<file path="src/rtl/rrf_free_list.sv">
// Purpose : committed arch->phys map (RRAT) plus circular free list of physical registers.
// Latency : commits and allocations update state in 1 cycle; alloc_pd/fl_empty come combinationally from registered state.
// Backpr. : no handshake; alloc_req is ignored while fl_empty=1 or flush=1, and a push into a full list is dropped.
//
// Ports:
//   clk, rst                         single clock, synchronous active-high reset
//   commit, commit_rd, commit_pd     in-order ROB dequeue stream (rd=0 commits are no-ops)
//   alloc_req -> alloc_pd, fl_empty  rename-side pop; alloc_pd shows the current head entry
//   flush, recover_fl_head           mispredict recovery: rewinds the head pointer only
//   fl_head                          head pointer with wrap bit, checkpointed by rename
//   rrat_map                         registered committed map, one PW-bit tag per arch reg
module rrf_free_list #(
    parameter int P_REG_NUM    = 64,
    parameter int ARCH_REG_NUM = 32,
    parameter int FL_DEPTH     = P_REG_NUM - ARCH_REG_NUM,
    localparam int PW          = $clog2(P_REG_NUM),
    localparam int FW          = $clog2(FL_DEPTH)
) (
    input  logic                               clk,
    input  logic                               rst,
    input  logic                               commit,
    input  logic [4:0]                         commit_rd,
    input  logic [PW-1:0]                      commit_pd,
    input  logic                               alloc_req,
    output logic [PW-1:0]                      alloc_pd,
    output logic                               fl_empty,
    input  logic                               flush,
    input  logic [FW:0]                        recover_fl_head,
    output logic [FW:0]                        fl_head,
    output logic [ARCH_REG_NUM-1:0][PW-1:0]    rrat_map
);

    localparam logic [FW:0] PTR_ONE = {{FW{1'b0}}, 1'b1};

    logic [PW-1:0] rrat_q [ARCH_REG_NUM];
    logic [PW-1:0] rrat_d [ARCH_REG_NUM];
    logic [PW-1:0] fl_q   [FL_DEPTH];
    logic [PW-1:0] fl_d   [FL_DEPTH];
    logic [FW:0]   head_q, head_d;
    logic [FW:0]   tail_q, tail_d;
    logic          fl_full;

    // Pointers carry one extra wrap bit: equal pointers mean empty, equal
    // index with differing wrap bits means full.
    assign fl_empty = (head_q == tail_q);
    assign fl_full  = (head_q[FW-1:0] == tail_q[FW-1:0]) && (head_q[FW] != tail_q[FW]);
    assign alloc_pd = fl_q[head_q[FW-1:0]];
    assign fl_head  = head_q;

    always_comb begin
        for (int i = 0; i < ARCH_REG_NUM; i++) begin
            rrat_map[i] = rrat_q[i];
        end
    end

    always_comb begin
        rrat_d = rrat_q;
        fl_d   = fl_q;
        head_d = head_q;
        tail_d = tail_q;

        // x0 is hard-wired: a commit to rd=0 touches neither map nor list,
        // so entry 0 keeps its reset tag forever.
        if (commit && (commit_rd != 5'd0)) begin
            rrat_d[commit_rd] = commit_pd;
            // The overwritten tag is recycled. A full list cannot happen with a
            // consistent ROB; if it does, the push is dropped and tail holds.
            if (!fl_full) begin
                fl_d[tail_q[FW-1:0]] = rrat_q[commit_rd];
                tail_d               = tail_q + PTR_ONE;
            end
        end

        // Recovery only rewinds the head: registers committed since the
        // checkpoint were already pushed at the tail and stay there.
        if (flush) begin
            head_d = recover_fl_head;
        end else if (alloc_req && !fl_empty) begin
            head_d = head_q + PTR_ONE;
        end
    end

    always_ff @(posedge clk) begin
        if (rst) begin
            for (int i = 0; i < ARCH_REG_NUM; i++) begin
                rrat_q[i] <= PW'(i);
            end
            for (int i = 0; i < FL_DEPTH; i++) begin
                fl_q[i] <= PW'(ARCH_REG_NUM + i);
            end
            head_q <= '0;
            tail_q <= {1'b1, {FW{1'b0}}};
        end else begin
            rrat_q <= rrat_d;
            fl_q   <= fl_d;
            head_q <= head_d;
            tail_q <= tail_d;
        end
    end

endmodule

</file>
<file path="config.mk">
export PLATFORM = sky130hd
export DESIGN_NAME = rrf_free_list
export DESIGN_NICKNAME = d
export VERILOG_FILES = /design/src/rtl/rrf_free_list.sv
export SDC_FILE = /design/constraint.sdc
export NUM_CORES = 1
export LEC_CHECK = 0
export CAP_MARGIN = 15
export CORE_ASPECT_RATIO = 1.5
export CORE_UTILIZATION = 50
export DETAILED_ROUTE_END_ITERATION = 6
export PLACE_DENSITY = 0.75
export SLEW_MARGIN = 20
export SYNTH_ARGS = -nofsm -noshare
export SYNTH_HDL_FRONTEND = slang
export SYNTH_SLANG_ARGS = --single-unit
export TNS_END_PERCENT = 1
</file>
<file path="constraint.sdc">
create_clock -name clk -period 2.36 [get_ports clk]
set_input_delay 0.354 -clock clk [delete_from_list [all_inputs] [get_ports clk]]
set_output_delay 0.354 -clock clk [all_outputs]
set_load 0.05 [all_outputs]
</file>
==> Slide: Implementation Results, run 1 <==
Implementation Results

Status
  – Status: finished, violations left
  – Failing checks: negative setup slack

Timing
  – Worst Setup Slack, final: -0.628 ns
  – Final setup skew: 0.0149 ns
  – Final setup violation count: 55
  – Peak Freq: 335 MHz
  – Final hold vios: 0
  – Final period util: 127%
  – Worst Tran Pin Value: 1.15 ns
  – RSZ-0062 raised after global routing: true
  – Slew Viols, Final: 0
  – Slew HR: 23.4%

Die
  – I/O pin count: 227
  – Initial Utilization: 50.7%
  – Die Y: 236 µm
  – # rows: 85
  – Core area: 35900 µm²
  – Chip area: 37300 µm²
  – DIE WIDTH: 158 µm

Drt
  – Max Used Layer: met4
  – TritonRoute pass-1 iters: 7
  – Routed vias: 16.6k
  – Antenna Nets Post-Route: 0
  – DRT met1 WL: 22.1 mm
  – Via density: 6.23
  – DR WL met2: 31.3 mm
  – DR WL met3: 5.10 mm
  – Routed wire per std cell: 23.6 µm
  – Final wirelength: 63.2 mm
  – Initial DRC Count: 1369

Critical path
  – Worst Reg-to-Reg Cells: 8
  – Critical R2R Launch: fl_head[0]
  – CP max FO: 4
  – Crit start category: register
  – CP Data Arrival Time: 2.63 ns
  – Worst r2r dst: fl_q[26]
  – CP required: 2.01 ns
  – Setup Crit Path Kind: register to output pin
  – Critical Path End Type: output pin
  – R2R setup slack: -0.20 ns

Min path
  – Worst hold path class: input port to register
  – Hold Startpoint: rst
  – Hold endpoint: fl_q[17]
  – Hold path depth: 3

Layout
  – Share of cells above drive strength 1: 18.3%
  – Fillcell total: 2951
  – Final instance area: 23500 µm²
  – Diode count: 0
  – Area Growth Syn to Fin: 28.9%
  – Layout Nets: 2191

Clocking
  – Deepest clock path buffer count: 3
  – Sink Count: 396
  – Clk_lat worst skew: 0.55 ns
  – Clock Tree Root: clkbuf_16
  – TritonCTS clock tree: built
  – TritonCTS buffer count: 38
  – Clock Pin Slew Worst Setup and Hold Paths: 0.07 ns

Yosys
  – Most common cell in the netlist: dfxtp_1
  – Top cells by area: dfxtp_1 43%, mux2i_1 12%, mux4_2 6.7%
  – Most frequent cells after synthesis: 396 x dfxtp_1, 219 x mux2i_1, 202 x nor2_1
  – Syn Area/Cell: 9.58 µm²
  – Main synth FF type: dfxtp_1
  – Unique cell types: 60
  – Async S/R FF share, synth: 0%
  – # Cells Yosys: 1904
  – Synth Instances: 1904
  – Syn nets: 1931
  – Cell Area, Synth: 18200 µm²
  – Max-area cell share: 43.5%
  – Synthesis area per yosys: 18200 µm²
  – Synthesis Warnings: 0
  – Synth flops: 396
  – Post-synth EDFFs: 0
  – Top cell type by total area after synthesis: dfxtp_1

GRT
  – Pin count of the biggest net entering global routing: 88
  – Number of global-route vias before repair: 16.5k
  – Initial antenna violation count: 0
  – Remaining Overflow, GRT: 0

Placement
  – DP Area: 22000 µm²
  – PortBufs: 226
  – Final HPWL DP: 43.9 mm

Run
  – Max Cap Violations: 0
  – Log Warnings: 32

Power and ir drop
  – Total power: 15.6 mW
  – P per Cell Area: 662 nW/µm²
  – Worst VDD drop: 0.589 mV
==> run 1: power by group <==
part	internal, mW	switching [mW]	leakage, nW	total, mW
combinational	0.810	1.32	4.75	2.13
sequential	6.76	0.0745	3.20	6.83
clock	3.85	2.76	0.656	6.61
total	11.4	4.15	8.61	15.6
==> run 1: logic make-up after synthesis <==
logic type	after synthesis	share of synthesized area, %
adder cells (fa/ha/maj)	5	0.343
AND/OR/NAND/NOR	601	15.2
AND-OR/OR-AND	426	16.6
flip-flops	396	43.5
multiplexers	273	18.7
XOR/XNOR	11	0.528
buffers and inverters	192	5.25
==> run 1: cell type report <==
type	count	area (µm²)	share of cell area (%)
Inverter	7	26.3	0.112
Sequential cell	396	7930	33.7
Clock buffer	52	1140	4.84
Multi-Input combinational cell	1316	9520	40.5
Timing Repair Buffer	405	4080	17.4
Clock inverter	18	216	0.921
Tap cell	478	598	2.54
==> run 1: sequential cells by signal, indices dropped and copies added, names as in the netlist <==
signal and count:
fl_head 6, fl_q 192, rrat_map 192, tail_q 6
==> run 1: critical path, cell delays in order (launching register included) <==
cell and delay, ns:
dfxtp_4 0.42, buf_6 0.15, mux4_2 0.59, mux4_2 0.55, o21a_4 0.24, buf_6 0.15
==> run 1: cell usage in the layout, fill, tap and decap left out, drive strengths merged, types with 6 or more instances in the layout <==
master         instances
xnor2                 10
clkbuf                52
a311oi                26
nand4bb                6
or4                   13
nor2                 213
nand3                105
buf                  191
a21oi                138
nor3                  34
nand2                174
nor2b                 13
inv                    8
a211oi                66
o21ai                 17
mux2i                219
o22ai                 48
a22oi                108
and3                   8
o21a                   7
clkinv                 8
dfxtp                396
clkdlybuf4s50        212
mux4                  54
==> run 1: repair_timing <==
item	in CTS	in global routing
endpoints found under the setup margin	165	90
pin swaps	14	5
gates resized	23	13
hold buffers	0	0
setup buffers	2	0
==> run 1: worst max path at each step <==
stage	from	cells after the start	to	slack, ns
after floorplan	fl_head[0]	5	alloc_pd[0]	0.004
after global placement	commit_rd[3]	8	fl_q[186]	-0.71
after detailed placement	commit_rd[3]	8	fl_q[171]	-0.78
after CTS	fl_head[0]	7	alloc_pd[1]	-0.63
after global routing	fl_head[0]	5	alloc_pd[5]	-0.66
final	fl_head[0]	5	alloc_pd[0]	-0.63
==> run 1: per-layer routing <==
metal	GRT usage, %	up-vias
li1	-	7486
met1	36.8	8056
met2	57.6	864
met3	6.67	231
met4	22.6	0
met5	0	-
==> run 1: stage by stage <==
| stage | util [%] | setup TNS, ns | setup slack [ns] | std cells | hold slack, ns |
|---|---|---|---|---|---|
| 4_1_cts | 65.3 | -6.55 | -0.626 | 2672 | 0.330 |
| 3_3_place_gp | 61.2 | -121.99 | -0.708 | 2600 | 0.459 |
| 5_1_grt | 65.4 | -12.73 | -0.658 | 2672 | 0.363 |
| 2_1_floorplan | - | 0 | 0.00419 | 1904 | 0.465 |
| 6_report | 65.4 | -7.78 | -0.628 | 2672 | 0.337 |
| 3_5_place_dp | 61.2 | -127.17 | -0.778 | 2600 | 0.466 |
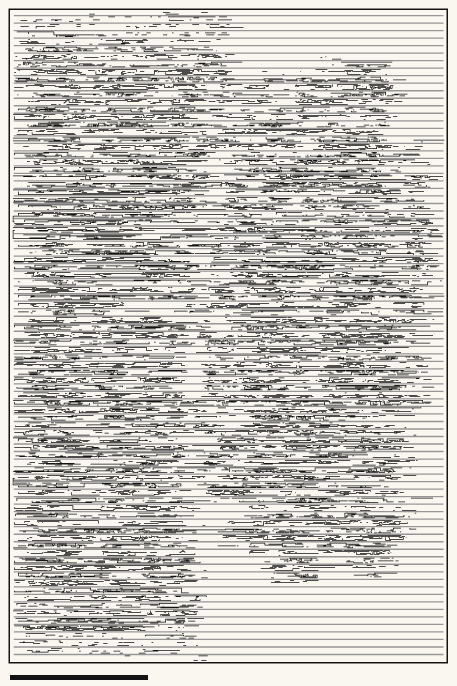
**Above:** run 1 (signal wires on met1).
Bar = 50 µm. Supply wires on this layer in gray.
main direction	horizontal
longest straight run	46.0 µm

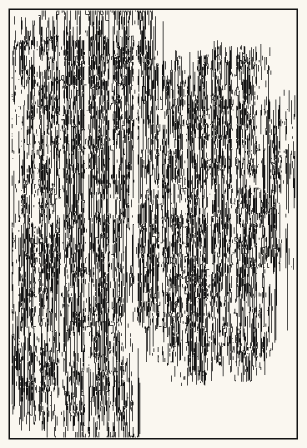
**Above:** run 1 (metal 2).
nets with wire on the layer	1916
wire length on this layer	31.3 mm
share of all routed wire	49%
main direction	vertical

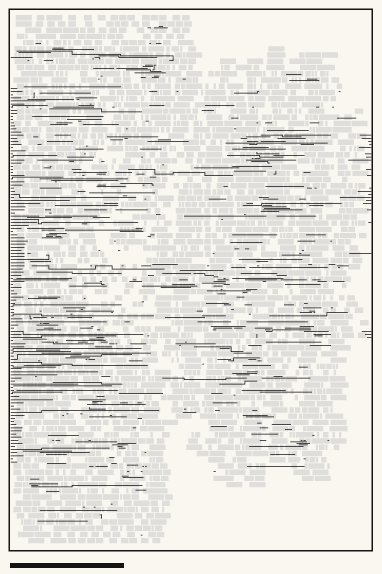
**Above:** run 1 (the metal 3 layer).
Bar = 50 µm. Cells faint in the background.
longest straight run	55.9 µm
share of all routed wire	8.1%
nets with wire on the layer	366
wire length on this layer	5100 µm
main direction	horizontal

## Run 2: what changed since run 1
- CTS_CLUSTER_DIAMETER: unset -> 80
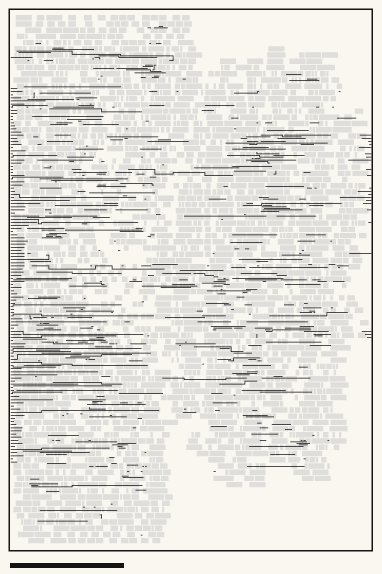
**Above:** run 2 (the metal 3 layer).
Bar = 50 µm. Cells faint in the background.
routed vias: 16.6k
final wirelength: 63.2 mm
met3 Use GR: 6.67%

==> run 2 against run 1 <==
  * The run still ends with negative setup slack left
  * Maximum frequency is the same
  * Cell count is the same
  * Sequential power is essentially flat
  * Final area is the same
  * Core utilization is the same
  * Worst hold slack is the same
  * Count of clock-buffer cells in the layout is the same
  * Via count is the same
  * Area after synthesis is the same
  * Synthesized cell count is the same
  * Clock power is essentially flat
  * Critical path type unchanged
  * Largest cell class unchanged
  * Largest power group unchanged
  * Highest routed layer unchanged
==> Slide: Implementation Results, run 2 <==
Implementation Results

Yosys
  – Top cell type by total area after synthesis: dfxtp_1
  – Cell Area, Synth: 18200 µm²
  – Async S/R FF share, synth: 0%
  – Synthesis area per yosys: 18200 µm²
  – Main synth FF type: dfxtp_1
  – Synthesis Warnings: 0
  – Synth Instances: 1904
  – Synth flops: 396
  – Post-synth EDFFs: 0
  – Most common cell in the netlist: dfxtp_1
  – Syn Area/Cell: 9.58 µm²
  – Unique cell types: 60
  – Most frequent cells after synthesis: 396 x dfxtp_1, 219 x mux2i_1, 202 x nor2_1
  – Max-area cell share: 43.5%
  – Seq/Total Area, Yosys: 43.5%
  – # Cells Yosys: 1904
  – Top cells by area: dfxtp_1 43%, mux2i_1 12%, mux4_2 6.7%
  – Syn nets: 1931

Layout
  – Diode count: 0
  – Commonest Layout Cell: dfxtp_1
  – Share of cells above drive strength 1: 18.3%
  – Top cells excl fill/tap: 394 x dfxtp_1, 219 x mux2i_1, 212 x clkdlybuf4s50_1, 202 x nor2_1, 168 x nand2_1
  – Final core occ: 65.4%
  – Final instance area: 23500 µm²
  – Post-route insts no fill: 2672
  – Area Growth Syn to Fin: 28.9%
  – Layout Nets: 2191

Power and ir drop
  – Switching share of power: 26.6%
  – Worst VDD drop: 0.589 mV
  – Combinational share of power: 13.7%
  – P per Cell Area: 662 nW/µm²
  – Cell leakage power: 8.61 nW
  – P_sw: 4.15 mW
  – Total power: 15.6 mW
  – Internal: 11.4 mW
  – Clock Power Share: 42.5%
  – Reg power frac: 43.9%

Critical path
  – CP required: 2.01 ns
  – CP Data Arrival Time: 2.63 ns
  – Setup Crit Path Kind: register to output pin
  – CP max FO: 4
  – Crit start category: register
  – Critical Path End Type: output pin

Drt
  – Initial DRC Count: 1369
  – DRC: 0
  – Routed wire per std cell: 23.6 µm
  – Via density: 6.23
  – Antenna Nets Post-Route: 0
  – TritonRoute pass-1 iters: 7

Clocking
  – Clock Pin Slew Worst Setup and Hold Paths: 0.07 ns
  – Max H-tree Level: 2
  – Clock Tree Root: clkbuf_16
  – Deepest clock path buffer count: 3
  – TritonCTS clock tree: built

Timing
  – RSZ-0062 raised after global routing: true
  – Worst Setup Slack, final: -0.628 ns
  – Min cycle time layout: 2.99 ns
  – Final hold vios: 0
  – Slew HR: 23.4%
  – Final period util: 127%
  – Final setup violation count: 55
  – Worst Tran Pin Value: 1.15 ns
  – Slew Viols, Final: 0
  – Peak Freq: 335 MHz
  – Final setup skew: 0.0149 ns

GRT
  – Remaining Overflow, GRT: 0
  – All-Layer GR Usage: 33.5%
  – Initial antenna violation count: 0
  – First-pass GRT wire length: 95.7 mm
  – Number of global-route vias before repair: 16.5k
  – Pin count of the biggest net entering global routing: 88

Die
  – DIE WIDTH: 158 µm
  – Initial Utilization: 50.7%
  – Core area: 35900 µm²
  – Die Y: 236 µm
  – # rows: 85
  – I/O pin count: 227
  – Chip area: 37300 µm²

Placement
  – DP Area: 22000 µm²
  – Worst slack, placed: -0.778 ns
  – PortBufs: 226
  – Routability cong.: 1.01
  – Inst Count DP: 2600
  – Final HPWL DP: 43.9 mm

Status
  – Status: finished, violations left
  – Failing checks: negative setup slack

Run
  – Max Cap Violations: 0
  – Log Warnings: 32

Min path
  – Worst hold path class: input port to register
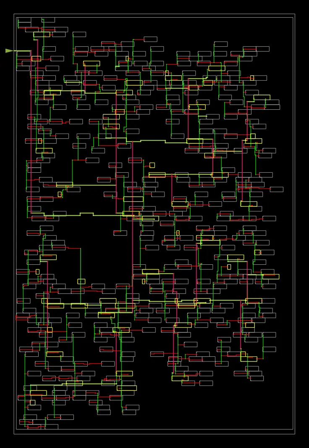
**Above:** run 2 (clock routing).
clk_lat worst skew: 0.55 ns
Clock group: 6.61 mW
TritonCTS buffer count: 38
Sink Count: 396

run 2: cells by family (layout without fill, tap and decap cells):
kind of cell               count (synthesis)  in the layout  synth area share (%)
muxes                                    273            273                  18.7
xor gates and xnor gates                  11             11                 0.528
AOI/OAI and AO/OA                        426            426                  16.6
adders and majority gates                  5              5                 0.343
buffers and inverters                    192            482                  5.25
and+or+nand+nor                          601            601                  15.2
DFF                                      396            396                  43.5
run 2: worst paths after layout:
kind	start	endpoint	slack, ns	cells past startpoint
hold / removal	rst	fl_q[17]	0.34	3
setup / recovery	fl_head[0]	alloc_pd[0]	-0.63	5
hold reg to reg	rrat_map[41]	rrat_map[41]	0.48	2
setup reg to reg	fl_head[0]	fl_q[26]	-0.20	8
run 2: final cells by class:
| class | count | area (µm²) |
|---|---|---|
| Sequential cell | 396 | 7930 |
| Clock inverter | 18 | 216 |
| Multi-Input combinational cell | 1316 | 9520 |
| Timing Repair Buffer | 405 | 4080 |
| Fill cell | 2951 | 12400 |
| Clock buffer | 52 | 1140 |
| Tap cell | 478 | 598 |
| Inverter | 7 | 26.3 |
run 2: stage by stage:
stage | hold WS, ns | setup TNS, ns
after floorplan | 0.465 | 0
after detailed placement | 0.466 | -127.17
after CTS | 0.330 | -6.55
after global placement | 0.459 | -121.99
after global routing | 0.363 | -12.73
final | 0.337 | -7.78
run 2: per-layer routing:
layer | track usage [%] | routed length [µm] | up-vias
li1 | - | - | 7486
met2 | 57.6 | 31300 | 864
met5 | 0 | 0 | -
met3 | 6.67 | 5100 | 231
met4 | 22.6 | 4740 | 0
met1 | 36.8 | 22100 | 8056
run 2: what timing repair did:
action,in CTS,in global routing
resized,23,13
endpoints found under the setup margin,165,90
buffers inserted,2,0
pin swaps,14,5
hold buffers,0,0
run 2: critical path: stages (launching register included):
cell	delay (ns)
dfxtp_4	0.42
buf_6	0.15
mux4_2	0.59
mux4_2	0.55
o21a_4	0.24
buf_6	0.15
run 2: power by group through the flow:
stage          clock network (mW)  logic [mW]  registers (mW)
2_1_floorplan                   0        1.19            7.07
3_3_place_gp                    0        2.01            6.98
3_5_place_dp                    0        2.03            6.98
4_1_cts                      6.63        2.07            6.83
5_1_grt                      6.91        2.20            6.84
6_report                     6.61        2.13            6.83
Power figures rest on the tool's default switching activity, not on a simulated workload.
